[src/rtl/modn_pkg.sv]
// rtl/modn_pkg.sv - shared FSM state type and default widths for the mod-N sequencer
package modn_pkg;

  localparam int DEF_W  = 4;
  localparam int DEF_RW = 4;

  typedef enum logic [1:0] {
    ST_IDLE  = 2'd0,
    ST_RUN   = 2'd1,
    ST_PAUSE = 2'd2,
    ST_DONE  = 2'd3
  } state_e;

endpackage

[src/rtl/modn_seq_ctrl_if.sv]
// rtl/modn_seq_ctrl_if.sv - configuration handshake, run controls and status of the mod-N sequencer
interface modn_seq_ctrl_if import modn_pkg::*; #(
  parameter int W  = DEF_W,
  parameter int RW = DEF_RW
);

  logic          cfg_valid;
  logic          cfg_ready;
  logic [W-1:0]  cfg_mod;
  logic          cfg_dir;
  logic [RW-1:0] cfg_reps;
  logic          pause;
  logic          abort;
  logic [W-1:0]  count;
  logic          wrap;
  logic          busy;
  logic          done;
  logic          err;

  modport master (
    output cfg_valid, cfg_mod, cfg_dir, cfg_reps, pause, abort,
    input  cfg_ready, count, wrap, busy, done, err
  );

  modport slave (
    input  cfg_valid, cfg_mod, cfg_dir, cfg_reps, pause, abort,
    output cfg_ready, count, wrap, busy, done, err
  );

endinterface

[src/rtl/modn_core.sv]
// rtl/modn_core.sv - W-bit mod-N up/down counter register with wrap-step detect
module modn_core import modn_pkg::*; #(
  parameter int W = DEF_W
) (
  input  logic         clk,
  input  logic         rst,
  input  logic         load,
  input  logic [W-1:0] load_val,
  input  logic         step,
  input  logic         dir,
  input  logic [W-1:0] mod,
  output logic [W-1:0] count,
  output logic         wrap_step
);

  logic [W-1:0] count_q, count_d;
  logic [W-1:0] top_val;

  assign top_val   = mod - 1'b1;
  assign count     = count_q;
  // A wrap step is a step taken from the last value in the counting direction
  assign wrap_step = step && (dir ? (count_q == top_val) : (count_q == '0));

  // Next count: load wins over step; otherwise hold
  always_comb begin
    count_d = count_q;
    if (load) begin
      count_d = load_val;
    end else if (step) begin
      if (dir) begin
        count_d = (count_q == top_val) ? '0 : count_q + 1'b1;
      end else begin
        count_d = (count_q == '0) ? top_val : count_q - 1'b1;
      end
    end
  end

  // Counter register
  always_ff @(posedge clk) begin
    if (rst) count_q <= '0;
    else     count_q <= count_d;
  end

endmodule

[src/rtl/modn_seq_ctrl.sv]
// rtl/modn_seq_ctrl.sv - mod-N sequencer: config accept, run/pause/abort FSM, wrap counting
module modn_seq_ctrl import modn_pkg::*; #(
  parameter int W  = DEF_W,
  parameter int RW = DEF_RW
) (
  input  logic           clk,
  input  logic           rst,
  modn_seq_ctrl_if.slave bus
);

  state_e        state_q, state_d;
  logic [W-1:0]  mod_q, mod_d;
  logic          dir_q, dir_d;
  logic [RW-1:0] reps_q, reps_d;
  logic [RW-1:0] wcnt_q, wcnt_d;
  logic          wrap_q, wrap_d;
  logic          err_q, err_d;

  logic          load;
  logic [W-1:0]  load_val;
  logic          step;
  logic [W-1:0]  count;
  logic          wrap_step;
  logic [RW-1:0] wcnt_inc;

  assign wcnt_inc = wcnt_q + 1'b1;

  modn_core #(.W(W)) u_core (
    .clk       (clk),
    .rst       (rst),
    .load      (load),
    .load_val  (load_val),
    .step      (step),
    .dir       (dir_q),
    .mod       (mod_q),
    .count     (count),
    .wrap_step (wrap_step)
  );

  assign bus.cfg_ready = (state_q == ST_IDLE);
  assign bus.busy      = (state_q == ST_RUN) || (state_q == ST_PAUSE);
  assign bus.done      = (state_q == ST_DONE);
  assign bus.count     = count;
  assign bus.wrap      = wrap_q;
  assign bus.err       = err_q;

  // Next state, config latches, wrap count and counter controls; abort outranks pause and stepping
  always_comb begin
    state_d  = state_q;
    mod_d    = mod_q;
    dir_d    = dir_q;
    reps_d   = reps_q;
    wcnt_d   = wcnt_q;
    wrap_d   = 1'b0;
    err_d    = 1'b0;
    load     = 1'b0;
    load_val = '0;
    step     = 1'b0;
    unique case (state_q)
      ST_IDLE: begin
        if (bus.cfg_valid) begin
          if ((bus.cfg_mod < W'(2)) || (bus.cfg_reps == '0)) begin
            err_d = 1'b1;
          end else begin
            mod_d    = bus.cfg_mod;
            dir_d    = bus.cfg_dir;
            reps_d   = bus.cfg_reps;
            wcnt_d   = '0;
            load     = 1'b1;
            load_val = bus.cfg_dir ? '0 : bus.cfg_mod - 1'b1;
            state_d  = ST_RUN;
          end
        end
      end
      ST_RUN: begin
        if (bus.abort) begin
          load    = 1'b1;
          state_d = ST_IDLE;
        end else if (bus.pause) begin
          state_d = ST_PAUSE;
        end else begin
          step = 1'b1;
          if (wrap_step) begin
            wrap_d = 1'b1;
            wcnt_d = wcnt_inc;
            if (wcnt_inc == reps_q) state_d = ST_DONE;
          end
        end
      end
      ST_PAUSE: begin
        if (bus.abort) begin
          load    = 1'b1;
          state_d = ST_IDLE;
        end else if (!bus.pause) begin
          state_d = ST_RUN;
        end
      end
      ST_DONE: begin
        state_d = ST_IDLE;
      end
      default: begin
        state_d = ST_IDLE;
      end
    endcase
  end

  // State, configuration and status registers
  always_ff @(posedge clk) begin
    if (rst) begin
      state_q <= ST_IDLE;
      mod_q   <= '0;
      dir_q   <= 1'b0;
      reps_q  <= '0;
      wcnt_q  <= '0;
      wrap_q  <= 1'b0;
      err_q   <= 1'b0;
    end else begin
      state_q <= state_d;
      mod_q   <= mod_d;
      dir_q   <= dir_d;
      reps_q  <= reps_d;
      wcnt_q  <= wcnt_d;
      wrap_q  <= wrap_d;
      err_q   <= err_d;
    end
  end

endmodule

[src/flat_wrapper.sv]
// flat-port wrapper written by rule: the top's interface ports become plain ports
module modn_seq_ctrl_flat import modn_pkg::*;
#(
  parameter int W  = DEF_W,
  parameter int RW = DEF_RW
)
  (clk, rst, bus_cfg_valid, bus_cfg_mod, bus_cfg_dir, bus_cfg_reps, bus_pause, bus_abort, bus_cfg_ready, bus_count, bus_wrap, bus_busy, bus_done, bus_err);
  modn_seq_ctrl_if #(.W(W), .RW(RW)) bus_i ();
  input  logic clk;
  input  logic rst;
  input wire logic [$bits(bus_i.cfg_valid)-1:0] bus_cfg_valid;
  input wire logic [$bits(bus_i.cfg_mod)-1:0] bus_cfg_mod;
  input wire logic [$bits(bus_i.cfg_dir)-1:0] bus_cfg_dir;
  input wire logic [$bits(bus_i.cfg_reps)-1:0] bus_cfg_reps;
  input wire logic [$bits(bus_i.pause)-1:0] bus_pause;
  input wire logic [$bits(bus_i.abort)-1:0] bus_abort;
  output wire logic [$bits(bus_i.cfg_ready)-1:0] bus_cfg_ready;
  output wire logic [$bits(bus_i.count)-1:0] bus_count;
  output wire logic [$bits(bus_i.wrap)-1:0] bus_wrap;
  output wire logic [$bits(bus_i.busy)-1:0] bus_busy;
  output wire logic [$bits(bus_i.done)-1:0] bus_done;
  output wire logic [$bits(bus_i.err)-1:0] bus_err;
  assign bus_i.cfg_valid = bus_cfg_valid;
  assign bus_i.cfg_mod = bus_cfg_mod;
  assign bus_i.cfg_dir = bus_cfg_dir;
  assign bus_i.cfg_reps = bus_cfg_reps;
  assign bus_i.pause = bus_pause;
  assign bus_i.abort = bus_abort;
  assign bus_cfg_ready = bus_i.cfg_ready;
  assign bus_count = bus_i.count;
  assign bus_wrap = bus_i.wrap;
  assign bus_busy = bus_i.busy;
  assign bus_done = bus_i.done;
  assign bus_err = bus_i.err;
  modn_seq_ctrl #(.W(W), .RW(RW)) u_core (.clk(clk), .rst(rst), .bus(bus_i));
endmodule
[config.mk]
export PLATFORM = sky130hd
export DESIGN_NAME = modn_seq_ctrl_flat
export DESIGN_NICKNAME = d
export VERILOG_FILES = /design/src/rtl/modn_pkg.sv /design/src/rtl/modn_seq_ctrl_if.sv /design/src/rtl/modn_core.sv /design/src/rtl/modn_seq_ctrl.sv /design/src/flat_wrapper.sv
export SDC_FILE = /design/constraint.sdc
export NUM_CORES = 1
export LEC_CHECK = 0
export CORE_UTILIZATION = 50
export DETAILED_ROUTE_END_ITERATION = 7
export GPL_ROUTABILITY_DRIVEN = 0
export PLACE_DENSITY = 0.74
export SLEW_MARGIN = 10
export SYNTH_ARGS = -nofsm -noshare
export SYNTH_HDL_FRONTEND = slang
export SYNTH_SLANG_ARGS = --single-unit
[constraint.sdc]
create_clock -name clk -period 4.2 [get_ports clk]
set_clock_uncertainty 0.2 [all_clocks]
set_input_delay 0.84 -clock clk [delete_from_list [all_inputs] [get_ports clk]]
set_output_delay 0.84 -clock clk [all_outputs]
set_load 0.1 [all_outputs]
==> Slide: Implementation Results, run 1 <==
Synthesis and Place & Route Summary

Setup path
  • Worst path cell trace: inv_1 > ha_1 > clkdlybuf4s50_1
  • Cells on worst reg2reg path: 7
  • Crit end category: output pin

Global routing
  • Largest net degree at the start of global routing: 22
  • Number of antenna violations at the first check in global routing: 0
  • Total GRT Usage: between 20% and 30%

Status
  • Status: complete, but fails checks
  • Violated checks: DRC

Drt
  • DRC viols: 1
  • Post-route ant nets: 0
  • WL/cell: about 15 um

Final layout
  • Share of cells above drive strength 1: between 8 and 9%

Synth
  • Synth Seq Share: 26.9%
  • Number of library cell types mapped by synthesis: 53
  • Avg Inst Size Synth: roughly 8.3 um2
  • Post-synthesis simple-gate area fraction: a little over a quarter

Power
  • Net Sw Frac: 43.2%

Job
  • Max_cap viols: 0
  • Tool warnings: 30

Place
  • I/O Buffers: 22

Floorplan
  • CORE AREA: ~2900 um2
[run 1: layout by cell type, fill, tap and decap left out, types with 4 or more instances in the layout]
cell type        netlist  final
nand2_1               22     22
clkdlybuf4s50_1        0     22
dfxtp_1               21     21
a21oi_1               17     17
inv_1                 13     13
nor3_1                11     11
nor2_1                10     10
ha_1                   9      9
xor2_1                 8      8
nand2b_1               6      6
xnor2_1                5      5
nand3_1                4      4
nor4_1                 4      4
[run 1: power by group through the flow]
stage / clock (mW) / sequential, mW / combinational (mW)
floorplan: 0 / 0.270 / 0.189
global placement: 0 / 0.240 / 0.276
detailed placement: 0 / 0.242 / 0.282
CTS: 0.103 / 0.237 / 0.283
global route: 0.114 / 0.240 / 0.303
finish: 0.102 / 0.237 / 0.282
[run 1: kinds of logic after synthesis]
logic type,after synthesis
buf+inv,21
fa+ha+maj,9
mux,2
simple gates,74
xor+xnor,16
flops,21
compound gates,44
[run 1: final cells by class]
class	instances	share of cell area, %
Inverter	13	2.71
Tap cell	31	2.15
Clock buffer	3	1.25
Sequential cell	21	23.3
Clock inverter	1	0.278
Timing Repair Buffer	22	12.2
Multi-Input combinational cell	145	58.1
[run 1: state kept, by name (all words and copies together) (netlist names)]
name / count
u_core.mod_q: 4
u_core.reps_q: 4
u_core.u_core.count: 4
u_core.wcnt_q: 4
u_core.state_q: 2
u_core.bus.err: 1
u_core.bus.wrap: 1
u_core.dir_q: 1
[run 1: worst max path at each step]
stage,start,endpoint,slack (ns),cells after the start
final,u_core.state_q[1],bus_cfg_ready,0.89,3
after global placement,bus_cfg_mod[2],u_core.u_core.count[1],0.95,6
after CTS,u_core.state_q[1],bus_cfg_ready,0.89,3
after detailed placement,bus_cfg_valid,u_core.u_core.count[1],0.86,6
after floorplan,u_core.state_q[0],u_core.u_core.count[1],1.54,8
after global routing,u_core.state_q[1],bus_cfg_ready,0.82,3
[run 1: critical path, delay by kind of cell, from the launching register on]
family / cells / cell delay (ns)
buffers and inverters: 2 / 1.28
DFF: 1 / 0.37
adders and majority gates: 1 / 0.31
[run 1: stage by stage]
stage / instances / util, % / setup slack, ns / cell area, um2
after floorplan: 187 / - / 1.54 / 1560
after global placement: 232 / 62.2 / 0.953 / 1770
after detailed placement: 232 / 62.2 / 0.857 / 1770
after CTS: 236 / 63.2 / 0.892 / 1800
after global routing: 236 / 63.2 / 0.823 / 1800
final: 236 / 63.2 / 0.890 / 1800
[run 1: layer usage]
layer	track usage [%]	routed length [um]	vias to the layer above
li1	-	-	708
met1	26.5	1510	665
met2	42.9	1900	35
met3	2.68	110	13
met4	11.2	118	0
met5	0	0	-
==> run_1/sizing.png <==
Scale: 8 px per um.
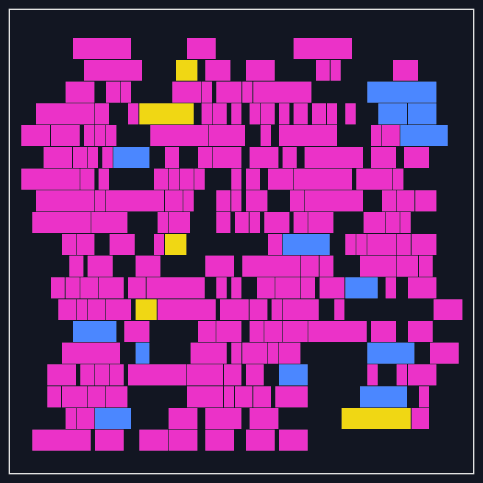
x2: shown in blue, cells 13, share 6.3%. x1 and smaller: shown in magenta, cells 187, share 91%. x3 and x4: shown in yellow, cells 5, share 2.4%.

==> run_1/clock_nets.png <==
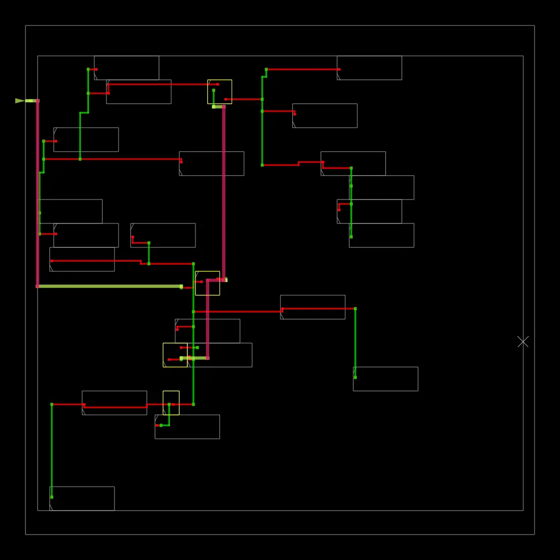
clk pwr: 102 uW
clk sinks: 21
CTS Buf Count: 3
Flop Count: 21

==> run_1/m3.png <==
Scale: 8 px per um.
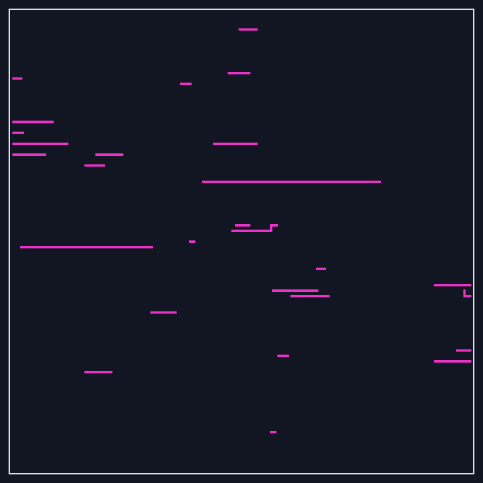
The longest straight run is 22.1 um. 18 nets have wire on it. The layer carries 111 um of wire. The wires run mostly horizontal. The layer holds 3.0% of the routed length.

==> run_1/ff_map.png <==
Scale: 6 px per um. Other sequential cells in the stronger grey, the rest of the logic in the fainter grey.
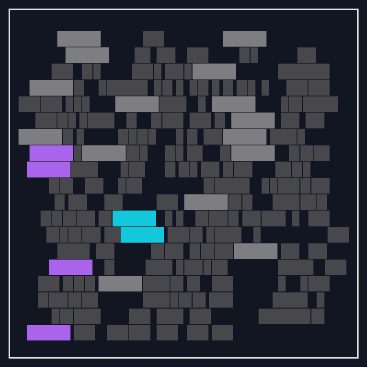

--- run 2 (diff from run 1) ---
CORE_UTILIZATION = 49   (was 50)
PLACE_DENSITY = 0.76   (was 0.74)
clock period = 2.7 ns   (was 4.2 ns; I/O delays follow)
==> run_2/ff_map.png <==
Scale: 6 px per um. Other sequential cells in the stronger grey, the rest of the logic in the fainter grey.
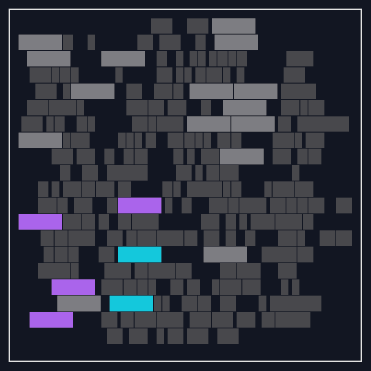
`u_core.wcnt_q`: shown in purple, sequential cells 4. `u_core.state_q`: shown in cyan, sequential cells 2.

==> run 2 against run 1 <==
Against the previous run:
- the flow now finishes without violations
- global-route usage grew 1.1 points
- total power rose by 58%
- wire length rose by 7.8%
- via count rose by 3.9%
- largest cell class unchanged
==> Slide: Implementation Results, run 2 <==
Synthesis and Place & Route Summary

Clock tree
  • Clk buf depth: 2
  • Clk sinks: 21
  • Hold buffer count at CTS: 0
  • CTS Buf Count: 3

Drt
  • WL/cell: approximately 15 um
  • Post-route ant nets: 0
  • DRC viols: 0
  • Vias: roughly 1500
  • Drt initial violations: 55

Final layout
  • Top cells excl fill/tap: 22 x nand2_1, 21 x dfxtp_1, 17 x a21oi_1
  • Nets: approximately 240
  • Commonest non-fill, non-tap cell in the layout: nand2_1
  • N_diodes: 0
  • Share of cells above drive strength 1: between 10% and 20%

Setup path
  • Critical Path RT: 2.75 ns
  • Crit path depth: 7
  • Worst path slowest cell: dfxtp_1
  • CP top delay family: simple AND/OR/NAND/NOR gates
  • Crit end category: flip-flop
  • Cells on worst reg2reg path: 7
  • Worst path cell trace: inv_1 > ha_1 > xnor2_2 > nor4b_4 > a21oi_1 > or3_1 > a21oi_1
  • Worst Path Buf+Inv: 1

Global routing
  • Number of antenna violations at the first check in global routing: 0
  • Largest net degree at the start of global routing: 14
  • Total GRT Usage: between 20% and 30%

Floorplan
  • Die X: between 50 and 60 um
  • Io pins: 23
  • CORE AREA: just over 3000 um2

Synth
  • Synth Seq Share: 26.9%
  • Ys cells: 187
  • Number of library cell types mapped by synthesis: 53
  • Count leader, synth: nand2_1
  • Avg Inst Size Synth: 8.34 um2
  • Synth area leaders: dfxtp_1 27%, ha_1 7.2%, a21oi_1 5.5%
  • Cell taking the most area after synthesis: dfxtp_1
  • Cells after Synth: approximately 190

Status
  • Status: completed

Timing
  • TNS Setup: 0 ns
  • RSZ-0062 raised after global routing: no
  • Post-route setup slack: approximately 0.22 ns
  • Slew Viols, Final: 0
  • Post-layout minimum cycle time: between 2 and 2.5 ns

Job
  • Tool warnings: 30
  • Max_cap viols: 0

Power
  • Maximum vdd ir drop: 317 uV

Place
  • I/O Buffers: 22
  • DP Worst Slack: roughly 0.038 ns
run 2: through the flow:
| step | utilization (%) | area [um2] | hold slack [ns] | instances |
|---|---|---|---|---|
| 6_report | 61.0 | 1850 | 0.284 | 256 |
| 3_3_place_gp | 60.1 | 1820 | 0.263 | 252 |
| 4_1_cts | 61.0 | 1850 | 0.291 | 256 |
| 2_1_floorplan | - | 1560 | 0.248 | 187 |
| 3_5_place_dp | 60.1 | 1820 | 0.274 | 252 |
| 5_1_grt | 61.0 | 1850 | 0.308 | 256 |
run 2: layer usage:
layer	part of all wire, %	vias to the layer above	wire [um]	track usage (%)
li1	-	720	-	-
met1	43	711	1680	28.3
met2	51	37	2010	45.8
met3	3.5	8	137	2.64
met4	2.4	0	93	9.18
met5	0	-	0	0
run 2: worst min-delay path, stage by stage, from the launching register on:
cell and delay (ns):
dfxtp_1 0.34, nand2_1 0.06, a21oi_1 0.05
run 2: path summary, 6_finish.rpt:
check,from,to
worst min register to register,u_core.reps_q[1],u_core.reps_q[1]
worst min-delay path,u_core.reps_q[1],u_core.reps_q[1]
worst max-delay path,u_core.mod_q[0],u_core.wcnt_q[0]
worst max register to register,u_core.mod_q[0],u_core.wcnt_q[0]
run 2: power by group:
group	internal (mW)	switching (mW)	total (mW)
combinational	0.169	0.290	0.459
sequential	0.332	0.0387	0.371
clock	0.0555	0.0999	0.155
run 2: final cells by class:
type | instances | area (um2) | area share (%)
multi-input cells | 145 | 1050 | 56.6
flip-flops and latches | 21 | 420 | 22.7
repair buffers | 29 | 250 | 13.5
well taps | 44 | 55.1 | 2.98
inverters | 13 | 48.8 | 2.64
clock buffers | 3 | 22.5 | 1.22
clock inverters | 1 | 5.00 | 0.271
run 2: cells by family (layout without fill, tap and decap cells):
group           after synthesis  in the layout  share of synthesized area [%]
compound gates               44             44                           21.3
xor+xnor                     16             16                           10.9
fa+ha+maj                     9              9                           7.22
buf+inv                      21             46                           6.01
flops                        21             21                           26.9
mux                           2              2                           1.36
simple gates                 74             74                           26.2
Power and IR drop assume default switching activity.
